==> src/rtl/mips_mul_pkg.sv <==
// ---------------------------------------------------------------------------
// mips_mul_pkg
// Shared definitions for the HI/LO multiply unit: the sequencer state
// encoding, the default operand width and the matching iteration-counter
// width.
// ---------------------------------------------------------------------------
package mips_mul_pkg;

    // Sequencer states: waiting for work, shift-add iterations, sign fix-up
    typedef enum logic [1:0] {
        IDLE = 2'd0,
        CALC = 2'd1,
        FIX  = 2'd2
    } mul_state_t;

    // Default operand width (HI and LO are each this wide)
    localparam int MUL_WIDTH = 32;

    // Counter width needed to index MUL_WIDTH iterations
    localparam int MUL_CNT_W = $clog2(MUL_WIDTH);

endpackage : mips_mul_pkg

==> src/rtl/add32_cla.sv <==
// ---------------------------------------------------------------------------
// add32_cla
// WIDTH-bit adder built from WIDTH/4 chained 4-bit carry-lookahead slices.
// Inside each slice the carries are computed in parallel from generate and
// propagate terms; between slices the carry ripples slice to slice.
// WIDTH must be a multiple of 4.
//
// Ports
//   i_a    in  WIDTH  addend A
//   i_b    in  WIDTH  addend B
//   i_cin  in  1      carry into bit 0
//   o_sum  out WIDTH  A + B + cin (low WIDTH bits)
//   o_cout out 1      carry out of the top slice
// ---------------------------------------------------------------------------
module add32_cla #(
    parameter int WIDTH = 32
) (
    input  logic [WIDTH-1:0] i_a,
    input  logic [WIDTH-1:0] i_b,
    input  logic             i_cin,
    output logic [WIDTH-1:0] o_sum,
    output logic             o_cout
);

    localparam int SLICES = WIDTH / 4;

    // w_slice_c[s] is the carry entering slice s
    logic [SLICES:0] w_slice_c;

    assign w_slice_c[0] = i_cin;

    generate
        for (genvar s = 0; s < SLICES; s++) begin : g_slice
            logic [3:0] w_g;
            logic [3:0] w_p;
            logic [3:0] w_c;

            assign w_g = i_a[4*s +: 4] & i_b[4*s +: 4];
            assign w_p = i_a[4*s +: 4] ^ i_b[4*s +: 4];

            // Lookahead carries into each bit of the slice
            assign w_c[0] = w_slice_c[s];
            assign w_c[1] = w_g[0] | (w_p[0] & w_c[0]);
            assign w_c[2] = w_g[1] | (w_p[1] & w_g[0]) | (w_p[1] & w_p[0] & w_c[0]);
            assign w_c[3] = w_g[2] | (w_p[2] & w_g[1]) | (w_p[2] & w_p[1] & w_g[0])
                          | (w_p[2] & w_p[1] & w_p[0] & w_c[0]);

            assign w_slice_c[s+1] = w_g[3] | (w_p[3] & w_g[2]) | (w_p[3] & w_p[2] & w_g[1])
                                  | (w_p[3] & w_p[2] & w_p[1] & w_g[0])
                                  | (w_p[3] & w_p[2] & w_p[1] & w_p[0] & w_c[0]);

            assign o_sum[4*s +: 4] = w_p ^ w_c;
        end
    endgenerate

    assign o_cout = w_slice_c[SLICES];

endmodule : add32_cla

==> src/rtl/hilo_mult_unit.sv <==
// ---------------------------------------------------------------------------
// hilo_mult_unit
// Iterative MULT/MULTU unit for the EX stage. Operands are reduced to
// magnitudes, multiplied by a shift-add loop (one multiplier bit per cycle)
// and the sign is applied in a final fix-up cycle. The unit also owns the
// architectural HI/LO registers, which MTHI/MTLO write while idle.
//
// Ports
//   i_clk        in  1      rising-edge clock
//   i_rst        in  1      synchronous active-high reset
//   i_start      in  1      launch a multiply (only accepted in IDLE)
//   i_is_signed  in  1      1 = MULT, 0 = MULTU
//   i_op_a       in  WIDTH  multiplicand (rs)
//   i_op_b       in  WIDTH  multiplier (rt)
//   i_mthi_we    in  1      write i_wdata into HI (IDLE, no start)
//   i_mtlo_we    in  1      write i_wdata into LO (IDLE, no start)
//   i_wdata      in  WIDTH  MTHI/MTLO data
//   o_busy       out 1      multiply in flight
//   o_done       out 1      one-cycle pulse: HI/LO hold the new product
//   o_hi         out WIDTH  HI register
//   o_lo         out WIDTH  LO register
// ---------------------------------------------------------------------------
module hilo_mult_unit
    import mips_mul_pkg::*;
#(
    parameter int WIDTH = MUL_WIDTH
) (
    input  logic             i_clk,
    input  logic             i_rst,
    input  logic             i_start,
    input  logic             i_is_signed,
    input  logic [WIDTH-1:0] i_op_a,
    input  logic [WIDTH-1:0] i_op_b,
    input  logic             i_mthi_we,
    input  logic             i_mtlo_we,
    input  logic [WIDTH-1:0] i_wdata,
    output logic             o_busy,
    output logic             o_done,
    output logic [WIDTH-1:0] o_hi,
    output logic [WIDTH-1:0] o_lo
);

    localparam int CW = $clog2(WIDTH);
    localparam logic [WIDTH-1:0]   ONE_W  = {{(WIDTH-1){1'b0}}, 1'b1};
    localparam logic [2*WIDTH-1:0] ONE_2W = {{(2*WIDTH-1){1'b0}}, 1'b1};
    localparam logic [CW-1:0]      LAST_COUNT = CW'(WIDTH - 1);
    localparam logic [CW-1:0]      ONE_CNT    = {{(CW-1){1'b0}}, 1'b1};

    mul_state_t r_state;
    mul_state_t w_next_state;

    logic [WIDTH-1:0] r_mcand;
    logic [WIDTH-1:0] r_mplier;
    logic [WIDTH-1:0] r_acc_hi;
    logic [WIDTH-1:0] r_hi;
    logic [WIDTH-1:0] r_lo;
    logic [CW-1:0]    r_count;
    logic             r_neg;
    logic             r_done;

    logic [WIDTH-1:0]   w_mag_a;
    logic [WIDTH-1:0]   w_mag_b;
    logic [WIDTH-1:0]   w_addend;
    logic [WIDTH-1:0]   w_sum;
    logic               w_carry;
    logic [2*WIDTH-1:0] w_acc_full;
    logic [2*WIDTH-1:0] w_neg_prod;
    logic               w_last;

    // Magnitude of a signed operand is ~x + 1. The most negative value maps
    // onto itself, which is the correct magnitude when read as unsigned.
    assign w_mag_a = (i_is_signed && i_op_a[WIDTH-1]) ? (~i_op_a + ONE_W) : i_op_a;
    assign w_mag_b = (i_is_signed && i_op_b[WIDTH-1]) ? (~i_op_b + ONE_W) : i_op_b;

    // Multiplicand is added only when the current multiplier LSB is set
    assign w_addend = r_mplier[0] ? r_mcand : '0;

    add32_cla #(
        .WIDTH (WIDTH)
    ) u_acc_add (
        .i_a    (r_acc_hi),
        .i_b    (w_addend),
        .i_cin  (1'b0),
        .o_sum  (w_sum),
        .o_cout (w_carry)
    );

    // The multiplier register doubles as the low half of the accumulator
    // as it is shifted out, so {acc_hi, mplier} is the full product.
    assign w_acc_full = {r_acc_hi, r_mplier};
    assign w_neg_prod = ~w_acc_full + ONE_2W;
    assign w_last     = (r_count == LAST_COUNT);

    // State register
    always_ff @(posedge i_clk) begin
        if (i_rst) begin
            r_state <= IDLE;
        end else begin
            r_state <= w_next_state;
        end
    end

    // Next-state logic: fixed WIDTH iterations, no early exit on zero
    always_comb begin
        w_next_state = r_state;
        case (r_state)
            IDLE: if (i_start) w_next_state = CALC;
            CALC: if (w_last)  w_next_state = FIX;
            FIX:               w_next_state = IDLE;
            default:           w_next_state = IDLE;
        endcase
    end

    // Datapath and HI/LO. Start has priority over MTHI/MTLO in IDLE, and
    // HI/LO are touched only in FIX so partial products never show.
    always_ff @(posedge i_clk) begin
        if (i_rst) begin
            r_mcand  <= '0;
            r_mplier <= '0;
            r_acc_hi <= '0;
            r_hi     <= '0;
            r_lo     <= '0;
            r_count  <= '0;
            r_neg    <= 1'b0;
            r_done   <= 1'b0;
        end else begin
            r_done <= 1'b0;
            case (r_state)
                IDLE: begin
                    if (i_start) begin
                        r_mcand  <= w_mag_a;
                        r_mplier <= w_mag_b;
                        r_acc_hi <= '0;
                        r_count  <= '0;
                        r_neg    <= i_is_signed & (i_op_a[WIDTH-1] ^ i_op_b[WIDTH-1]);
                    end else begin
                        if (i_mthi_we) r_hi <= i_wdata;
                        if (i_mtlo_we) r_lo <= i_wdata;
                    end
                end
                CALC: begin
                    // Shift {carry, sum, mplier} right by one
                    r_acc_hi <= {w_carry, w_sum[WIDTH-1:1]};
                    r_mplier <= {w_sum[0], r_mplier[WIDTH-1:1]};
                    r_count  <= r_count + ONE_CNT;
                end
                FIX: begin
                    {r_hi, r_lo} <= r_neg ? w_neg_prod : w_acc_full;
                    r_done       <= 1'b1;
                end
                default: ;
            endcase
        end
    end

    assign o_busy = (r_state != IDLE);
    assign o_done = r_done;
    assign o_hi   = r_hi;
    assign o_lo   = r_lo;

endmodule : hilo_mult_unit

==> config.mk <==
export PLATFORM = sky130hd
export DESIGN_NAME = hilo_mult_unit
export DESIGN_NICKNAME = d
export VERILOG_FILES = /design/src/rtl/mips_mul_pkg.sv /design/src/rtl/add32_cla.sv /design/src/rtl/hilo_mult_unit.sv
export SDC_FILE = /design/constraint.sdc
export NUM_CORES = 1
export LEC_CHECK = 0
export ABC_AREA = 1
export CAP_MARGIN = 20
export CORE_MARGIN = 4
export CORE_UTILIZATION = 56
export DETAILED_ROUTE_END_ITERATION = 7
export PLACE_DENSITY = 0.84
export RECOVER_POWER = 25
export SLEW_MARGIN = 20
export SYNTH_ARGS = -nofsm -noshare
export SYNTH_HDL_FRONTEND = slang
export SYNTH_SLANG_ARGS = --single-unit
==> constraint.sdc <==
create_clock -name i_clk -period 3.7 [get_ports i_clk]
set_clock_uncertainty 0.2 [all_clocks]
set_input_delay 0.74 -clock i_clk [delete_from_list [all_inputs] [get_ports i_clk]]
set_output_delay 0.74 -clock i_clk [all_outputs]
set_load 0.02 [all_outputs]
==> PnR_summary.wiki <==
== Run summary ==
{| class="wikitable"
! Metric !! Value
|-
| Crit. End Element || flip-flop
|-
| Worst setup slack before clock tree synthesis || 0.333 ns
|-
| Number of resized instances in the post-cts repair step || 0
|-
| Post-Synthesis Cells || around 1700
|-
| Yosys stat chip area || 0.0113 mm^2
|-
| Count of state elements after synthesis || 169
|-
| Worst Tran Pin Value || between 1 and 1.5 ns
|-
| WL met3 || between 3000 and 4000 um
|-
| Leak || about 6.2 nW
|-
| Number of buffers inserted by hold repair at cts || 0
|-
| Critical path origin || r_mplier[0]
|-
| Drt via density || 5.70
|-
| Dominant comb cell || simple AND/OR/NAND/NOR gates
|-
| Initial detailed-routing violation count || ~1200
|-
| Yosys aoi share || 19.9%
|-
| Most frequent standard cell in the layout excluding fill and tap cells || sky130_fd_sc_hd__nand2_1
|-
| Dpl hpwl || between 20000 and 30000 um
|-
| GRT Total Usage || a little under a third
|-
| Ranking of synthesized cells by instance count || sky130_fd_sc_hd__nand2_1 (434), sky130_fd_sc_hd__inv_1 (187), sky130_fd_sc_hd__o21ai_0 (173)
|-
| Antenna Diode Count || 0
|-
| Simple logic cell fraction of the synthesized area || between 30% and 40%
|-
| Top cells by area, synth || sky130_fd_sc_hd__dfxtp_1 (30%), sky130_fd_sc_hd__nand2_1 (14%), sky130_fd_sc_hd__o21ai_0 (7.7%)
|-
| Length of routed wiring on met1 || 16100 um
|-
| FILL cells || around 1800
|-
| Endpoints failing setup || 0
|-
| Count of synthesis-stage warnings from yosys || 0
|-
| Status || completed
|-
| Worst VDD drop || about 0.35 mV
|}
[final cells by class]
class                   instances  area share, %
multi-input cells            1301           50.1
flip-flops and latches        169           24.6
clock inverters                12          0.847
well taps                     265           2.41
clock buffers                  20           3.40
repair buffers                191           13.3
inverters                     195           5.33
[power by group]
| group | switching (mW) | internal [mW] |
|---|---|---|
| sequential | 0.111 | 1.92 |
| clock | 0.788 | 0.986 |
| combinational | 0.673 | 0.417 |
| total | 1.57 | 3.32 |
[critical path: cells and delay by family (launching register included)]
family,cells,cell delay (ns)
buffers and inverters,1,0.07
and+or+nand+nor,16,1.51
AOI/OAI and AO/OA,1,0.09
adders and majority gates,2,0.64
xor gates and xnor gates,1,0.17
DFF,1,0.56
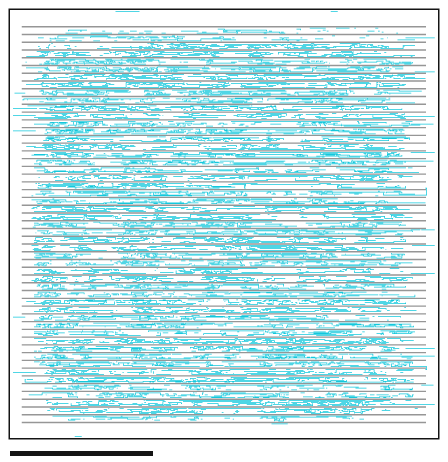
Fig. 1. Met1 routing.
Scale bar: 50 um. Supply wires on this layer in grey.
- nets with wire on the layer: 1870
- share of all routed wire: 44%
- main direction: horizontal
Post-Route WL: 36500 um
vias after detailed routing: 12300
M1 GR Usage: 46.1%

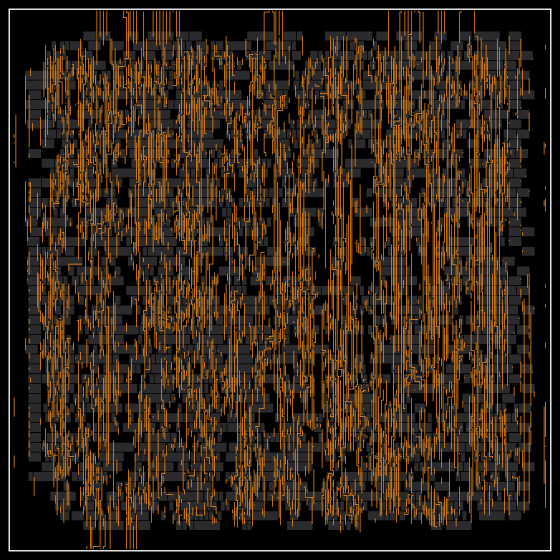
Fig. 2. The metal 2 layer.
Cells faint in the background.
- main direction: vertical
- nets with wire on the layer: 1551
- share of all routed wire: 43%
- longest straight run: 81.1 um
- wire length on this layer: 15600 um

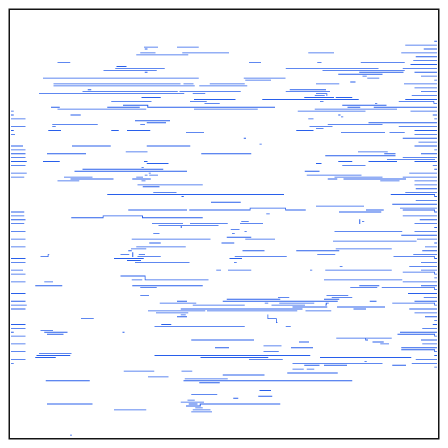
Fig. 3. Met3 routing.
- longest straight run: 61.6 um
- wire length on this layer: 3790 um
- nets with wire on the layer: 316
- share of all routed wire: 10%
- main direction: horizontal
met3 track demand over resource: 5.33%

